File: src/rtl/sha_512_pad_pkg.sv
// -----------------------------------------------------------------------------
// sha_const : shared definitions for the SHA-512 message padder.
//
// Contents
//   pad_state_t   - padder FSM state encoding (IDLE, FILL, PAD, LEN, SEND, WAIT)
//   MARKER_WORD   - the word carrying the mandatory 0x80 end-of-message byte
//                   when the message ends on a 64-bit boundary
//   LEN_HI_POS    - block word index holding length bits [127:64]
//   LEN_LO_POS    - block word index holding length bits [63:0]
//   BLOCK_WORDS   - 64-bit words per 1024-bit block
//   clamp_bytes() - final-word byte count, saturated to a full word
// -----------------------------------------------------------------------------
package sha_const;

  typedef enum logic [2:0] {
    IDLE = 3'd0,
    FILL = 3'd1,
    PAD  = 3'd2,
    LEN  = 3'd3,
    SEND = 3'd4,
    WAIT = 3'd5
  } pad_state_t;

  localparam logic [63:0] MARKER_WORD = 64'h8000_0000_0000_0000;
  localparam logic [3:0]  LEN_HI_POS  = 4'd14;
  localparam logic [3:0]  LEN_LO_POS  = 4'd15;
  localparam logic [4:0]  BLOCK_WORDS = 5'd16;

  // A final word can carry at most 8 bytes; larger counts mean "full word".
  function automatic logic [3:0] clamp_bytes(input logic [3:0] n);
    return (n > 4'd8) ? 4'd8 : n;
  endfunction

endpackage

File: src/rtl/sha_512_pad_if.sv
// -----------------------------------------------------------------------------
// sha_512_pad_if : 64-bit message word stream into the SHA-512 padder.
//
// Signals
//   In_valid  - source has a word on In_data
//   In_ready  - padder can accept a word (transfer when both high at clk rise)
//   In_data   - message word, big-endian (first byte in [63:56])
//   In_last   - this word is the final word of the message
//   In_bytes  - valid bytes in the final word (0..8, >8 means 8)
//
// Modports
//   master - the message source
//   slave  - the padder
// -----------------------------------------------------------------------------
interface sha_512_pad_if;
  logic        In_valid;
  logic        In_ready;
  logic [63:0] In_data;
  logic        In_last;
  logic [3:0]  In_bytes;

  modport master (
    output In_valid,
    output In_data,
    output In_last,
    output In_bytes,
    input  In_ready
  );

  modport slave (
    input  In_valid,
    input  In_data,
    input  In_last,
    input  In_bytes,
    output In_ready
  );
endinterface

File: src/rtl/sha_512_pad.sv
// -----------------------------------------------------------------------------
// sha_512_pad : collects a 64-bit word stream into 1024-bit SHA-512 blocks,
// appends the 0x80 marker, zero fill and 128-bit bit length, and hands each
// block to the compression core (sha_512, instantiated alongside this block).
//
// Ports
//   clk        - clock, rising edge
//   rst        - asynchronous reset, active low
//   Start      - one-cycle pulse in IDLE starting a new message
//   Mode       - variant select (0:512/224 1:512/256 2:384 3:512), latched on Start
//   in_if      - message word stream (slave side)
//   Data       - current block, word i at Data[i*64 +: 64]
//   Index      - block number of Data (0 for the first block)
//   Operation  - latched Mode, forwarded to the core
//   Enable     - one-cycle pulse: Data/Index/Operation valid for the core
//   Ready      - core finished the current block
//   Done       - one-cycle pulse after the final block is accepted by the core
// -----------------------------------------------------------------------------
module sha_512_pad
  import sha_const::*;
(
  input  logic              clk,
  input  logic              rst,
  input  logic              Start,
  input  logic [1:0]        Mode,
  sha_512_pad_if.slave      in_if,
  output logic [1023:0]     Data,
  output logic [127:0]      Index,
  output logic [1:0]        Operation,
  output logic              Enable,
  input  logic              Ready,
  output logic              Done
);

  pad_state_t       state;
  logic [4:0]       word_cnt;        // next word slot in the block, 0..16
  logic [127:0]     msg_len;         // message length in bits, wraps mod 2^128
  logic             marker_pending;  // message ended on a word boundary, 0x80 not yet written
  logic             len_pending;     // length did not fit; needs a following block
  logic             final_blk;       // block in flight carries the length
  logic [15:0][63:0] blk;
  logic [3:0]       last_bytes;

  assign Data           = blk;
  assign in_if.In_ready = (state == FILL);
  assign last_bytes     = clamp_bytes(in_if.In_bytes);

  // Keep the n leading bytes of w and place the 0x80 marker right after them.
  // Only called with n < 8, so the marker always lands inside the word.
  function automatic logic [63:0] pad_last_word(input logic [63:0] w,
                                                input logic [3:0]  n);
    logic [63:0] keep;
    logic [63:0] mark;
    if (n == 4'd0)
      keep = '0;
    else
      keep = ~64'd0 << (7'd64 - {n, 3'b000});
    mark = 64'h80 << (6'd56 - {n[2:0], 3'b000});
    return (w & keep) | mark;
  endfunction

  always_ff @(posedge clk or negedge rst) begin
    if (!rst) begin
      state          <= IDLE;
      word_cnt       <= '0;
      msg_len        <= '0;
      marker_pending <= 1'b0;
      len_pending    <= 1'b0;
      final_blk      <= 1'b0;
      blk            <= '0;
      Index          <= '0;
      Operation      <= '0;
      Enable         <= 1'b0;
      Done           <= 1'b0;
    end else begin
      Done <= 1'b0;
      case (state)
        IDLE: begin
          if (Start) begin
            word_cnt       <= '0;
            Index          <= '0;
            msg_len        <= '0;
            marker_pending <= 1'b0;
            len_pending    <= 1'b0;
            final_blk      <= 1'b0;
            Operation      <= Mode;
            state          <= FILL;
          end
        end

        FILL: begin
          if (in_if.In_valid) begin
            word_cnt <= word_cnt + 5'd1;
            // 8*n bits; for a full word this is 64 like any other word
            msg_len  <= msg_len + {121'd0, (in_if.In_last ? last_bytes : 4'd8), 3'b000};
            if (in_if.In_last) begin
              if (last_bytes == 4'd8) begin
                blk[word_cnt[3:0]] <= in_if.In_data;
                marker_pending     <= 1'b1;
              end else begin
                blk[word_cnt[3:0]] <= pad_last_word(in_if.In_data, last_bytes);
              end
              state <= PAD;
            end else begin
              blk[word_cnt[3:0]] <= in_if.In_data;
              if (word_cnt == BLOCK_WORDS - 5'd1) begin
                Enable <= 1'b1;
                state  <= SEND;
              end
            end
          end
        end

        PAD: begin
          if (word_cnt == BLOCK_WORDS) begin
            // No room for the length here; it goes into the next block.
            len_pending <= 1'b1;
            Enable      <= 1'b1;
            state       <= SEND;
          end else if (word_cnt == {1'b0, LEN_HI_POS} && !marker_pending) begin
            state <= LEN;
          end else begin
            blk[word_cnt[3:0]] <= marker_pending ? MARKER_WORD : 64'd0;
            marker_pending     <= 1'b0;
            word_cnt           <= word_cnt + 5'd1;
          end
        end

        LEN: begin
          blk[LEN_HI_POS] <= msg_len[127:64];
          blk[LEN_LO_POS] <= msg_len[63:0];
          final_blk       <= 1'b1;
          len_pending     <= 1'b0;
          Enable          <= 1'b1;
          state           <= SEND;
        end

        SEND: begin
          Enable <= 1'b0;
          state  <= WAIT;
        end

        WAIT: begin
          if (Ready) begin
            Index    <= Index + 128'd1;
            word_cnt <= '0;
            if (final_blk) begin
              Done  <= 1'b1;
              state <= IDLE;
            end else if (len_pending || marker_pending) begin
              state <= PAD;
            end else begin
              state <= FILL;
            end
          end
        end

        default: state <= IDLE;
      endcase
    end
  end

endmodule

File: src/flat_wrapper.sv
// flat-port wrapper written by rule: the top's interface ports become plain ports
module sha_512_pad_flat import sha_const::*;
  (clk, rst, Start, Mode, Data, Index, Operation, Enable, Ready, Done, in_if_In_valid, in_if_In_data, in_if_In_last, in_if_In_bytes, in_if_In_ready);
  sha_512_pad_if in_if_i ();
  input  logic clk;
  input  logic rst;
  input  logic Start;
  input  logic [1:0] Mode;
  output logic [1023:0] Data;
  output logic [127:0] Index;
  output logic [1:0] Operation;
  output logic Enable;
  input  logic Ready;
  output logic Done;
  input wire logic [$bits(in_if_i.In_valid)-1:0] in_if_In_valid;
  input wire logic [$bits(in_if_i.In_data)-1:0] in_if_In_data;
  input wire logic [$bits(in_if_i.In_last)-1:0] in_if_In_last;
  input wire logic [$bits(in_if_i.In_bytes)-1:0] in_if_In_bytes;
  output wire logic [$bits(in_if_i.In_ready)-1:0] in_if_In_ready;
  assign in_if_i.In_valid = in_if_In_valid;
  assign in_if_i.In_data = in_if_In_data;
  assign in_if_i.In_last = in_if_In_last;
  assign in_if_i.In_bytes = in_if_In_bytes;
  assign in_if_In_ready = in_if_i.In_ready;
  sha_512_pad u_core (.clk(clk), .rst(rst), .Start(Start), .Mode(Mode), .in_if(in_if_i), .Data(Data), .Index(Index), .Operation(Operation), .Enable(Enable), .Ready(Ready), .Done(Done));
endmodule
File: config.mk
export PLATFORM = sky130hd
export DESIGN_NAME = sha_512_pad_flat
export DESIGN_NICKNAME = d
export VERILOG_FILES = /design/src/rtl/sha_512_pad_pkg.sv /design/src/rtl/sha_512_pad_if.sv /design/src/rtl/sha_512_pad.sv /design/src/flat_wrapper.sv
export SDC_FILE = /design/constraint.sdc
export NUM_CORES = 2
export LEC_CHECK = 0
export CORE_AREA = 5 5 472 474
export DETAILED_ROUTE_END_ITERATION = 10
export DIE_AREA = 0 0 477 479
export MAX_ROUTING_LAYER = met4
export SETUP_SLACK_MARGIN = 0.3
export SLEW_MARGIN = 0
export SYNTH_ARGS = -nofsm -noshare
export SYNTH_HDL_FRONTEND = slang
export SYNTH_SLANG_ARGS = --single-unit
File: constraint.sdc
create_clock -name clk -period 3.8 [get_ports clk]
set_input_delay 0.76 -clock clk [delete_from_list [all_inputs] [get_ports clk]]
set_output_delay 0.76 -clock clk [all_outputs]
set_load 0.05 [all_outputs]
==> results.tsv <==
metric	value	unit
outcome	complete, no violations	
post_cts_buffers	0	
antenna_found_initial	36	
fin_area	0.0810	sq mm
placedCellCount	10100	
final_common_cell	dfrtp_1	
met3_usage	8.05	%
final_util	37.1	%
num_vias	55600	
grt_pass1_wl	441	mm
seq_share	39.9	%
grt_setup_unrepaired	false	
drv_cap	0	
hpwl	241	mm
fillerInstances	21700	
xor_area_share	2.09	%
placeableCoreArea	0.218	sq mm
wl_met3	30.9	mm
layout-drive-gt1-share	11.0	%
fin_crit_sh	89.7	%
yosysCellCount	5922	
setup_viol	0	
antenna_cells	38	
clock_area_share	6.54	%
dominant_cells	registers	
yosys_area	0.0565	sq mm
hold_buffers	1	
cts.sinks	1292	
preCtsSetupSlack	-493	ps
dr.pass1.iters	9	
slew_headroom	13.4	%
p_clk	15.6	mW
port_buffers	1232	
finalMaxSlewViolations	0	
bufAreaShareNonClock	20.7	%
wl_met2	144	mm
synth.cell_area	0.0565	sq mm
top_cell	dfrtp_1	
cts_buffers	154	
antenna_left	0	
stdcell_count	10400	
worstHoldStart	Mode[1]	
grt_pass1_vias	54000	
pg_seq	18.5	mW
combPwrFrac	42.6	%
top_cells_by_count	1,292 x dfrtp_1, 873 x o21ai_0, 787 x nand2_1	
crit_buf_inv	5	
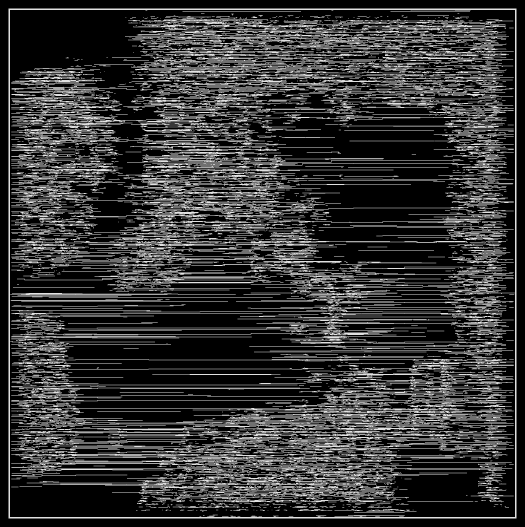
Figure 1: met1 routing.
The layer holds 40% of the routed length. 6,780 nets have wire on it.

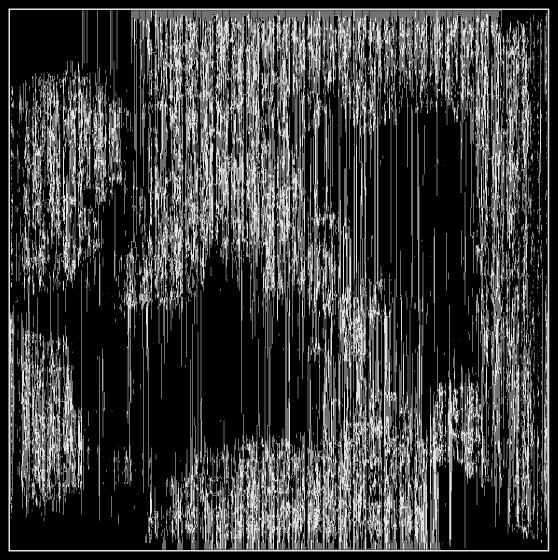
Figure 2: metal 2.
The longest straight run is 216 um. The layer holds 45% of the routed length. The layer carries 144 mm of wire.

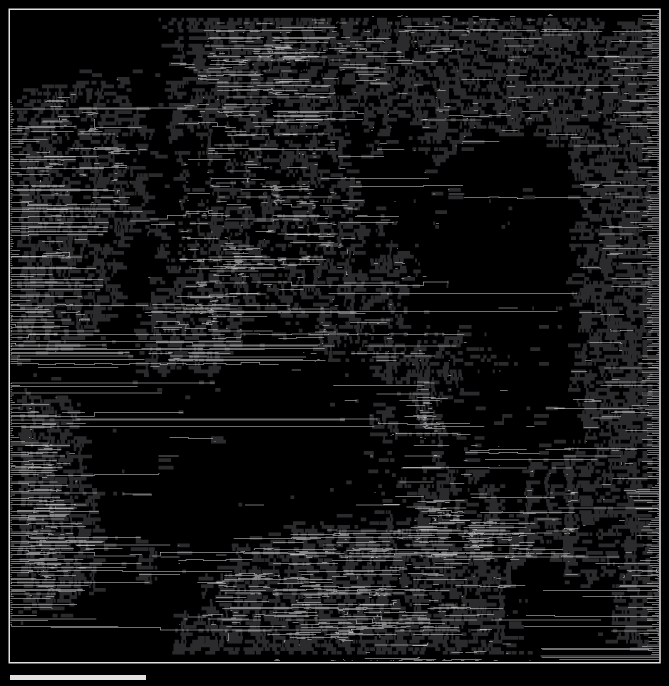
Figure 3: M3 wires.
Scale bar: 100 um. Cells faint in the background.
The layer carries 30.9 mm of wire. 1,320 nets have wire on it. The layer holds 9.6% of the routed length.

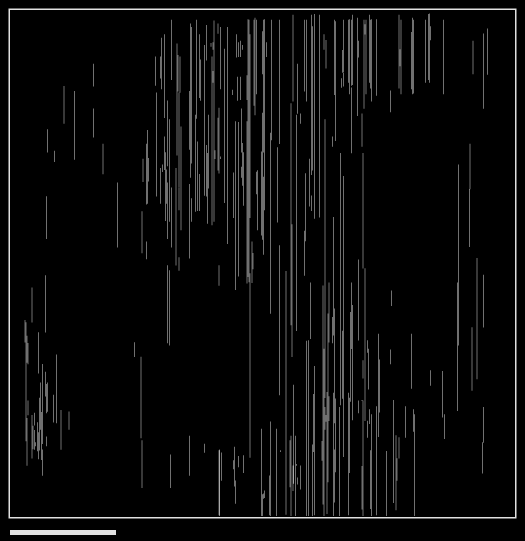
Figure 4: signal wires on met4.
Scale bar: 100 um.
The layer holds 5.8% of the routed length. The wires run mostly vertical. The layer carries 18,800 um of wire. The longest straight run is 265 um.

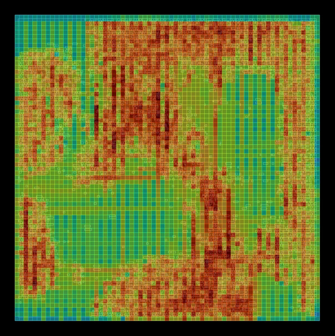
Figure 5: routing congestion.
total track usage: 27.8%
drt wl/cell: 31.0 um
met2 Track Usage GR: 41.9%

